--- src/rtl/rr_arb_4ch_16bit_pkg.sv ---
// ---------------------------------------------------------------------------
// rr_arb_4ch_16bit_pkg
// Shared constants and types for the 4-channel round-robin arbiter and the
// downstream 4:1 data select stage.
//   WIDTH      : payload word width
//   SEL_WIDTH  : channel index width (select code of the downstream mux)
//   NUM_CH     : number of arbitrated channels (fixed at 4)
//   sel_t      : channel index / mux select code type
//   out_state_t: occupancy of the output register
// ---------------------------------------------------------------------------
package rr_arb_4ch_16bit_pkg;

  localparam int WIDTH     = 16;
  localparam int SEL_WIDTH = 2;
  localparam int NUM_CH    = 4;

  typedef logic [SEL_WIDTH-1:0] sel_t;

  typedef enum logic {
    OUT_EMPTY = 1'b0,
    OUT_FULL  = 1'b1
  } out_state_t;

  // Index reached by stepping 'off' positions past 'base', wrapping modulo 4.
  function automatic sel_t rr_step(sel_t base, sel_t off);
    return sel_t'(base + off);
  endfunction

endpackage

--- src/rtl/rr_arb_4ch_16bit_if.sv ---
// ---------------------------------------------------------------------------
// rr_arb_4ch_16bit_if
// Bundles the four valid/ready source channels and the single registered
// valid/ready output of the arbiter.
//   in_valid[3:0]  : per-channel request, bit i belongs to data<i>
//   in_ready[3:0]  : per-channel accept, one-hot or zero
//   data0..data3   : channel payloads
//   out_valid      : output word valid
//   out_ready      : downstream ready
//   out_data       : granted word
//   out_sel        : index of the channel that supplied out_data
// Modports:
//   master : source/sink environment (drives requests and out_ready)
//   slave  : the arbiter
// ---------------------------------------------------------------------------
interface rr_arb_4ch_16bit_if #(
  parameter int WIDTH     = 16,
  parameter int SEL_WIDTH = 2
);

  logic [3:0]           in_valid;
  logic [3:0]           in_ready;
  logic [WIDTH-1:0]     data0;
  logic [WIDTH-1:0]     data1;
  logic [WIDTH-1:0]     data2;
  logic [WIDTH-1:0]     data3;
  logic                 out_valid;
  logic                 out_ready;
  logic [WIDTH-1:0]     out_data;
  logic [SEL_WIDTH-1:0] out_sel;

  modport master (
    output in_valid,
    output data0,
    output data1,
    output data2,
    output data3,
    output out_ready,
    input  in_ready,
    input  out_valid,
    input  out_data,
    input  out_sel
  );

  modport slave (
    input  in_valid,
    input  data0,
    input  data1,
    input  data2,
    input  data3,
    input  out_ready,
    output in_ready,
    output out_valid,
    output out_data,
    output out_sel
  );

endinterface

--- src/rtl/rr_arb_4ch_16bit_pick4.sv ---
// ---------------------------------------------------------------------------
// rr_pick4
// Purely combinational rotating-priority picker for four requesters.
// Priority order is last+1, last+2, last+3, last (modulo 4), so the most
// recently granted channel always ranks lowest.
//   req[3:0]        : request vector
//   last            : most recently granted index
//   gnt_valid       : at least one request present
//   gnt_idx         : index of the winning requester (0 when none)
//   gnt_onehot[3:0] : one-hot form of gnt_idx, zero when no request
// ---------------------------------------------------------------------------
module rr_pick4
  import rr_arb_4ch_16bit_pkg::*;
(
  input  logic [3:0] req,
  input  sel_t       last,
  output logic       gnt_valid,
  output sel_t       gnt_idx,
  output logic [3:0] gnt_onehot
);

  sel_t cand;

  always_comb begin
    gnt_valid  = 1'b0;
    gnt_idx    = '0;
    gnt_onehot = '0;
    cand       = '0;
    // Offset 4 wraps to 0 in sel_t, which puts 'last' itself at the end.
    for (int k = 1; k <= NUM_CH; k++) begin
      cand = rr_step(last, sel_t'(k));
      if (!gnt_valid && req[cand]) begin
        gnt_valid        = 1'b1;
        gnt_idx          = cand;
        gnt_onehot[cand] = 1'b1;
      end
    end
  end

endmodule

--- src/rtl/rr_arb_4ch_16bit.sv ---
// ---------------------------------------------------------------------------
// rr_arb_4ch_16bit
// Four-channel round-robin arbiter with a registered valid/ready output,
// feeding the 4:1 16-bit data select stage. One word is accepted per cycle
// from the channel chosen by rotating priority; the word and its channel
// index appear on out_data/out_sel one cycle later.
//   clk : single clock, rising edge
//   rst : synchronous active-high reset
//   bus : rr_arb_4ch_16bit_if.slave (channels in, registered output out)
// Combinational paths exist only from in_valid/out_ready to in_ready; all
// out_* signals come straight from flops.
// ---------------------------------------------------------------------------
module rr_arb_4ch_16bit
  import rr_arb_4ch_16bit_pkg::*;
#(
  parameter int WIDTH     = rr_arb_4ch_16bit_pkg::WIDTH,
  parameter int SEL_WIDTH = rr_arb_4ch_16bit_pkg::SEL_WIDTH
)
(
  input  logic                clk,
  input  logic                rst,
  rr_arb_4ch_16bit_if.slave   bus
);

  // Output register and arbitration state.
  out_state_t           state;
  logic                 vld_p1;
  logic [WIDTH-1:0]     data_p1;
  logic [SEL_WIDTH-1:0] sel_p1;
  sel_t                 last;

  // Arbitration (stage 0, combinational).
  logic                 load_en;
  logic                 gnt_valid;
  sel_t                 gnt_idx;
  logic [3:0]           gnt_onehot;
  logic [3:0]           ready_p0;
  logic                 xfer_p0;
  logic [WIDTH-1:0]     data_p0;

  rr_pick4 u_pick (
    .req        (bus.in_valid),
    .last       (last),
    .gnt_valid  (gnt_valid),
    .gnt_idx    (gnt_idx),
    .gnt_onehot (gnt_onehot)
  );

  // Stage 0: grant and payload select.
  // The register can take a word when it is empty or being drained now.
  assign load_en = !vld_p1 || bus.out_ready;

  // Reset suppresses ready so no source believes a word was taken while the
  // register is being cleared.
  assign ready_p0 = (!rst && load_en && gnt_valid) ? gnt_onehot : 4'b0000;
  assign xfer_p0  = |(ready_p0 & bus.in_valid);

  always_comb begin
    data_p0 = bus.data0;
    case (gnt_idx)
      2'd0:    data_p0 = bus.data0;
      2'd1:    data_p0 = bus.data1;
      2'd2:    data_p0 = bus.data2;
      default: data_p0 = bus.data3;
    endcase
  end

  // Stage 1: output register and occupancy FSM.
  always_ff @(posedge clk) begin
    if (rst) begin
      state   <= OUT_EMPTY;
      vld_p1  <= 1'b0;
      data_p1 <= '0;
      sel_p1  <= '0;
      last    <= sel_t'(NUM_CH - 1);
    end else begin
      case (state)
        OUT_EMPTY: begin
          if (xfer_p0) begin
            state  <= OUT_FULL;
            vld_p1 <= 1'b1;
          end
        end
        OUT_FULL: begin
          // Drain with a simultaneous load stays FULL with no bubble.
          if (bus.out_ready && !xfer_p0) begin
            state  <= OUT_EMPTY;
            vld_p1 <= 1'b0;
          end
        end
        default: begin
          state  <= OUT_EMPTY;
          vld_p1 <= 1'b0;
        end
      endcase
      // Payload, index and priority pointer move only on a transfer; a
      // drain to empty leaves the last word visible on out_data/out_sel.
      if (xfer_p0) begin
        data_p1 <= data_p0;
        sel_p1  <= gnt_idx;
        last    <= gnt_idx;
      end
    end
  end

  assign bus.in_ready  = ready_p0;
  assign bus.out_valid = vld_p1;
  assign bus.out_data  = data_p1;
  assign bus.out_sel   = sel_p1;

endmodule
--- src/flat_wrapper.sv ---
// flat-port wrapper written by rule: the top's interface ports become plain ports
module rr_arb_4ch_16bit_flat import rr_arb_4ch_16bit_pkg::*;
#(
  parameter int WIDTH     = rr_arb_4ch_16bit_pkg::WIDTH,
  parameter int SEL_WIDTH = rr_arb_4ch_16bit_pkg::SEL_WIDTH
)
  (clk, rst, bus_in_valid, bus_data0, bus_data1, bus_data2, bus_data3, bus_out_ready, bus_in_ready, bus_out_valid, bus_out_data, bus_out_sel);
  rr_arb_4ch_16bit_if #(.WIDTH(WIDTH), .SEL_WIDTH(SEL_WIDTH)) bus_i ();
  input  logic clk;
  input  logic rst;
  input wire logic [$bits(bus_i.in_valid)-1:0] bus_in_valid;
  input wire logic [$bits(bus_i.data0)-1:0] bus_data0;
  input wire logic [$bits(bus_i.data1)-1:0] bus_data1;
  input wire logic [$bits(bus_i.data2)-1:0] bus_data2;
  input wire logic [$bits(bus_i.data3)-1:0] bus_data3;
  input wire logic [$bits(bus_i.out_ready)-1:0] bus_out_ready;
  output wire logic [$bits(bus_i.in_ready)-1:0] bus_in_ready;
  output wire logic [$bits(bus_i.out_valid)-1:0] bus_out_valid;
  output wire logic [$bits(bus_i.out_data)-1:0] bus_out_data;
  output wire logic [$bits(bus_i.out_sel)-1:0] bus_out_sel;
  assign bus_i.in_valid = bus_in_valid;
  assign bus_i.data0 = bus_data0;
  assign bus_i.data1 = bus_data1;
  assign bus_i.data2 = bus_data2;
  assign bus_i.data3 = bus_data3;
  assign bus_i.out_ready = bus_out_ready;
  assign bus_in_ready = bus_i.in_ready;
  assign bus_out_valid = bus_i.out_valid;
  assign bus_out_data = bus_i.out_data;
  assign bus_out_sel = bus_i.out_sel;
  rr_arb_4ch_16bit #(.WIDTH(WIDTH), .SEL_WIDTH(SEL_WIDTH)) u_core (.clk(clk), .rst(rst), .bus(bus_i));
endmodule
--- config.mk ---
export PLATFORM = sky130hd
export DESIGN_NAME = rr_arb_4ch_16bit_flat
export DESIGN_NICKNAME = d
export VERILOG_FILES = /design/src/rtl/rr_arb_4ch_16bit_pkg.sv /design/src/rtl/rr_arb_4ch_16bit_if.sv /design/src/rtl/rr_arb_4ch_16bit_pick4.sv /design/src/rtl/rr_arb_4ch_16bit.sv /design/src/flat_wrapper.sv
export SDC_FILE = /design/constraint.sdc
export NUM_CORES = 1
export LEC_CHECK = 0
export CORE_ASPECT_RATIO = 0.5
export CORE_UTILIZATION = 45
export DETAILED_ROUTE_END_ITERATION = 10
export GPL_TIMING_DRIVEN = 0
export PLACE_DENSITY = 0.87
export SKIP_LAST_GASP = 1
export SYNTH_ARGS = -nofsm -noshare
export SYNTH_HDL_FRONTEND = slang
export SYNTH_SLANG_ARGS = --single-unit
--- constraint.sdc ---
create_clock -name clk -period 5.9 [get_ports clk]
set_input_delay 1.18 -clock clk [delete_from_list [all_inputs] [get_ports clk]]
set_output_delay 1.18 -clock clk [all_outputs]
set_load 0.02 [all_outputs]
==> flow_metrics.env, run 1 <==
# source this file to load flow results
export IMPL_cp_slowest_cell="clkdlybuf4s50_1"
export IMPL_p_int_mw=0.822
export IMPL_hold_viol=0
export IMPL_hp_start="u_core.bus.out_sel[0]$_SDFFE_PP0P_"
export IMPL_endpoint_kind="primary output"
export IMPL_grt_pass1_wl_mm=8.89
export IMPL_p_clk_mw=0.0900
export IMPL_finalMaxSlewViolations=0
export IMPL_first_iter_violations=68
export IMPL_largest_register_ffs=16
export IMPL_rows=16
export IMPL_ys_area_mm2=0.00198
export IMPL_setup_worst_path_class="in -> out"
export IMPL_synth_xor_xnor_area_share_pct=0
export IMPL_warnings=33
export IMPL_most_common_cell="dfxtp_1"
export IMPL_grtUsageTotal_pct=24.6
export IMPL_portBuffers=93
export IMPL_crit_top_cell="clkdlybuf4s50_1"
export IMPL_syn_nets=256
export IMPL_worst_path_buf_inv=2
export IMPL_final_setup_tns_ns=0
export IMPL_final_antenna_net_count=0
export IMPL_ys_top_cells_by_count="dfxtp_1, mux2i_1, nor2_1"
export IMPL_synth_area_mm2=0.00198
export IMPL_topCellsByArea="dfxtp_1, mux4_1, mux2i_1"
export IMPL_layout_top_cells="clkdlybuf4s50_1, dfxtp_1, mux2i_1"
export IMPL_fillers=278
export IMPL_simple_gate_area_share_pct=13.9
export IMPL_status="finished clean"
export IMPL_detail_route_wl_per_cell_um=16.9
export IMPL_cts_setup_buffers=0
==> run 1: cell type report <==
class                   count  area (um^2)  area share (%)
flip-flops and latches     22          440            14.6
plain buffers              14          108            3.56
multi-input cells         137         1420            46.9
inverters                   4         15.0           0.497
clock buffers               3         41.3            1.37
repair buffers             93          931            30.8
well taps                  54         67.6            2.24
==> run 1: per-stage QoR <==
step	hold slack, ns	area [um^2]	setup slack (ns)	total power [mW]	std cells
4_1_cts	0.465	3020	0.996	1.43	327
3_5_place_dp	0.453	2980	1.00	1.33	324
5_1_grt	0.489	3020	0.875	1.51	327
2_1_floorplan	0.458	1980	2.10	1.03	177
3_3_place_gp	0.445	2980	1.05	1.29	324
6_report	0.461	3020	1.02	1.43	327
Fig. 1: run 1, sequential cells grouped by signal name
Scale: 4 px per um. Other sequential cells in the stronger grey, the rest of the logic in the fainter grey.
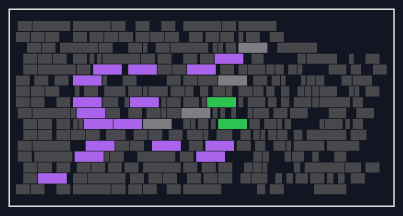
`u_core.last` -> green  # flops 2
`u_core.bus.out_data` -> purple  # flops 16
not coloured = 4
sequential share of cell area: 14.6%
sequential power: 0.257 mW

Fig. 2: run 1, power grid
Scale: 4 px per um. Pins as bars on the die edge.
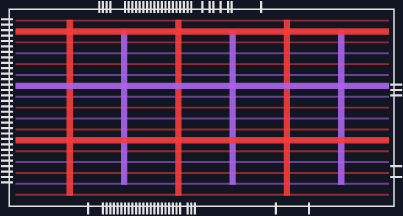
VSS -> red
VDD -> purple
met5 straps = 3
met4 straps = 6
signal pins = 94
Max rail drop VDD: 0.315 mV
Die H: 48.9 um
core footprint: 0.00406 mm^2
chip width: 95.8 um

Fig. 3: run 1, the clock network
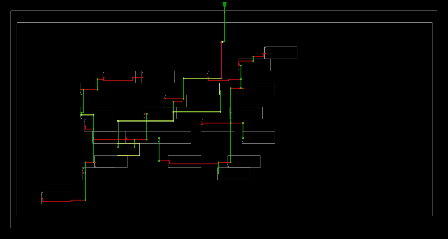
Clock Skew: 0.00357 ns
CTS sink count: 22
cts bufs inserted: 3
Late-Pin Clk Latency: 0.26 ns

Fig. 4: run 1, cell density map
Scale: 4 px per um. 10 x 5 tiles, from black (low) to pale yellow (high), 0 to 100% covered.
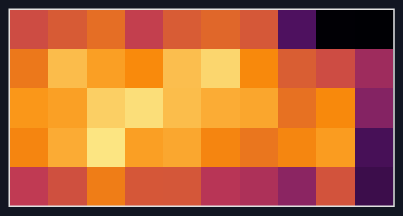

==> inputs of run 2 (changes only) <==
Settings changed: CORE_UTILIZATION 45 to 38, PLACE_DENSITY 0.87 to 0.78.
Clock period 5.9 ns to 4.3 ns, I/O delays scaled along.
Fig. 5: run 2, cell density map
Scale: 4 px per um. 10 x 5 tiles, from black (low) to pale yellow (high), 0 to 100% covered.
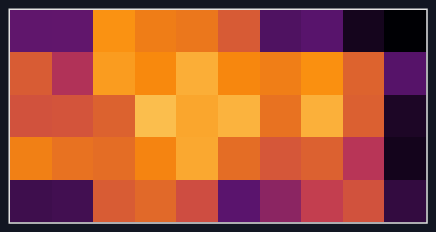
tiles over 75% full = 18%
mean over tiles = 54%
nearly empty tiles = 2.0%
fullest tile = 86%
emptiest ninth of the die = upper right
final core occ: 61.3%
floorplan utilization: 39.8%
core footprint: 0.00498 mm^2

Fig. 6: run 2, metal 2
Scale: 4 px per um.
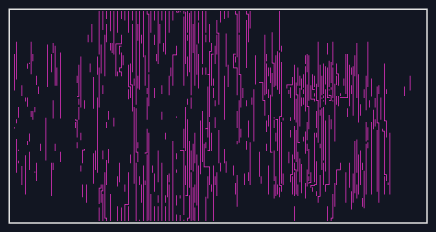
wire length on this layer = 2,610 um
main direction = vertical
longest straight run = 23.3 um
met2 Resource Use GR: 37.1%
DR vias: 1,827
overall routed net length: 4.94 mm

==> run 2 against run 1 <==
Power is 34% higher. Synthesized area stayed put. Sequential share of layout area is 0.16 points lower. Register-to-register slack worse by 1.2 ns. Clock-buffer cell count stayed put. Critical endpoint unchanged. Largest cell class unchanged.
==> flow_metrics.env, run 2 <==
# source this file to load flow results
export IMPL_warnings=33
export IMPL_cts_sinks=22
export IMPL_first_iter_violations=45
export IMPL_cp_slowest_cell="clkdlybuf4s50_1"
export IMPL_status="finished clean"
export IMPL_hp_start="u_core.bus.out_sel[0]$_SDFFE_PP0P_"
export IMPL_vdd_drop_max_mv=0.291
export IMPL_final_design_area_no_fill_mm2=0.00305
export IMPL_comb_cells=137
export IMPL_clk_latency_ns=0.25
export IMPL_syn_nets=256
export IMPL_seq_area_um2=440
export IMPL_p_clk_mw=0.120
export IMPL_cts_buffers=3
export IMPL_whs_ns=0.469
export IMPL_worst_path_buf_inv=2
export IMPL_layoutNonFillerInstCount=342
export IMPL_rows=18
export IMPL_buf_share_pct=34.2
export IMPL_comb_area_mm2=0.00142
export IMPL_setup_slack_ns=0.432
export IMPL_comb_area_share_pct=46.6
export IMPL_tap_cells=70
export IMPL_finalClockSkew_ns=0.00243
export IMPL_setup_worst_path_class="in -> out"
export IMPL_detail_route_wl_per_cell_um=14.4
export IMPL_clock_buffers=3
run 2: netlist changes by cell type in the layout (fill, tap and decap cells not counted):
cell             delta
a21oi_2             +1
clkdlybuf4s50_1     -4
dlymetal6s2s_1      +4
a21oi_1             -1
ha_2                +1
clkbuf_1            -1
ha_1                -1
run 2: path summary, 6_finish.rpt:
kind                                                to  slack [ns]  cells past startpoint
setup reg to reg  u_core.bus.out_data[15]$_SDFFE_PP0P_        0.55                     12
hold / removal      u_core.bus.out_sel[0]$_SDFFE_PP0P_        0.47                      2
hold reg to reg     u_core.bus.out_sel[0]$_SDFFE_PP0P_        0.47                      2
setup / recovery                       bus_in_ready[2]        0.43                      6
Fig. 7: run 2, sequential cells grouped by signal name
Scale: 4 px per um. Other sequential cells in the stronger grey, the rest of the logic in the fainter grey.
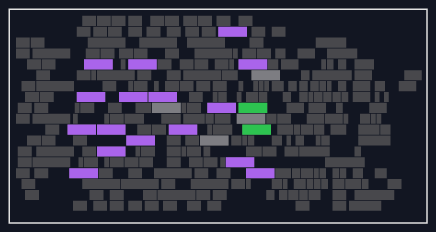

==> inputs of run 3 (changes only) <==
Settings changed: ABC_AREA from default to 1, CORE_UTILIZATION 38 to 44, PLACE_DENSITY 0.78 to 0.87.
Clock period 4.3 ns to 4.7 ns, I/O delays scaled along.
Fig. 8: run 3, sequential cells grouped by signal name
Scale: 4 px per um. Other sequential cells in the stronger grey, the rest of the logic in the fainter grey.
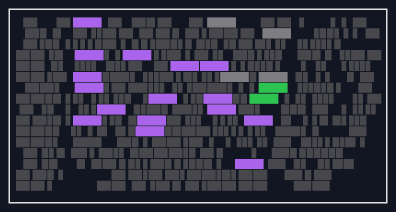
sequential share of cell area: 15.1%
sequential power: 0.285 mW
Sequential Area: 440 um^2

Fig. 9: run 3, metal 2
Scale: 4 px per um.
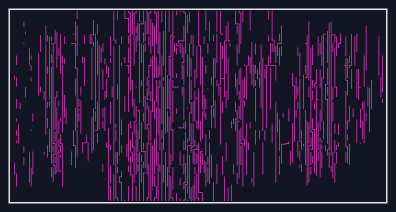
nets with wire on the layer = 377
share of all routed wire = 52%
longest straight run = 31.6 um
wire length on this layer = 3,120 um
overall routed net length: 5.98 mm
met2 Resource Use GR: 53.7%
DR vias: 2,380

==> run 3 against run 2 <==
Clock-buffer cell count increased by 1. Cell count increased by 38%. First-iteration DRC count increased by 71%. Worst setup slack improved by 0.28 ns. Critical path type unchanged. Largest cell class unchanged. Highest routed layer unchanged.
==> flow_metrics.env, run 3 <==
# source this file to load flow results
export IMPL_clock_buffers=4
export IMPL_comb_area_share_pct=41.2
export IMPL_cp_slowest_cell="clkdlybuf4s50_1"
export IMPL_setup_slack_ns=0.714
export IMPL_grtUsageTotal_pct=26.3
export IMPL_p_clk_mw=0.135
export IMPL_comb_cells=249
export IMPL_timing_rr_end="u_core.bus.out_data[2]$_SDFFE_PP0P_"
export IMPL_fp_util_pct=46.8
export IMPL_detail_route_wl_per_cell_um=12.7
export IMPL_comb_area_mm2=0.00120
export IMPL_status="finished clean"
export IMPL_whs_ns=0.484
export IMPL_reg2reg_depth=15
export IMPL_first_iter_violations=77
export IMPL_worst_path_buf_inv=4
export IMPL_hold_class="reg -> reg"
export IMPL_setup_worst_path_end="bus_in_ready[2]"
export IMPL_clk_latency_ns=0.26
export IMPL_buf_share_pct=34.5
export IMPL_warnings=33
export IMPL_hold_depth=2
export IMPL_wl_met3_um=320
export IMPL_cts_buffers=3
export IMPL_setup_worst_path_class="in -> out"
export IMPL_hp_start="u_core.state$_SDFF_PP0_"
export IMPL_topCellsByArea="dfxtp_1, nand2_1, nand3_1"
export IMPL_finalClockSkew_ns=0.00203
export IMPL_cts_sinks=22
export IMPL_syn_nets=400
export IMPL_cp_depth=12
export IMPL_hold_end="u_core.state$_SDFF_PP0_"
export IMPL_rows=16
run 3: through the flow:
stage	cells	power (mW)	utilization, %	area, um^2
2_1_floorplan	321	1.11	-	1860
3_3_place_gp	468	1.46	71.8	2860
3_5_place_dp	468	1.49	71.8	2860
4_1_cts	472	1.63	73.2	2920
5_1_grt	472	1.77	73.2	2920
6_report	472	1.64	73.2	2920
run 3: cell families (layout without fill, tap and decap cells):
kind of cell	count (synthesis)	count (layout)	share of synthesized area, %
AND-OR/OR-AND	15	15	4.63
AND/OR/NAND/NOR	226	226	54.5
adder cells (fa/ha/maj)	8	8	5.37
buffers and inverters	50	147	11.8
flip-flops	22	22	23.6
Power figures rest on the tool's default switching activity, not on a simulated workload.
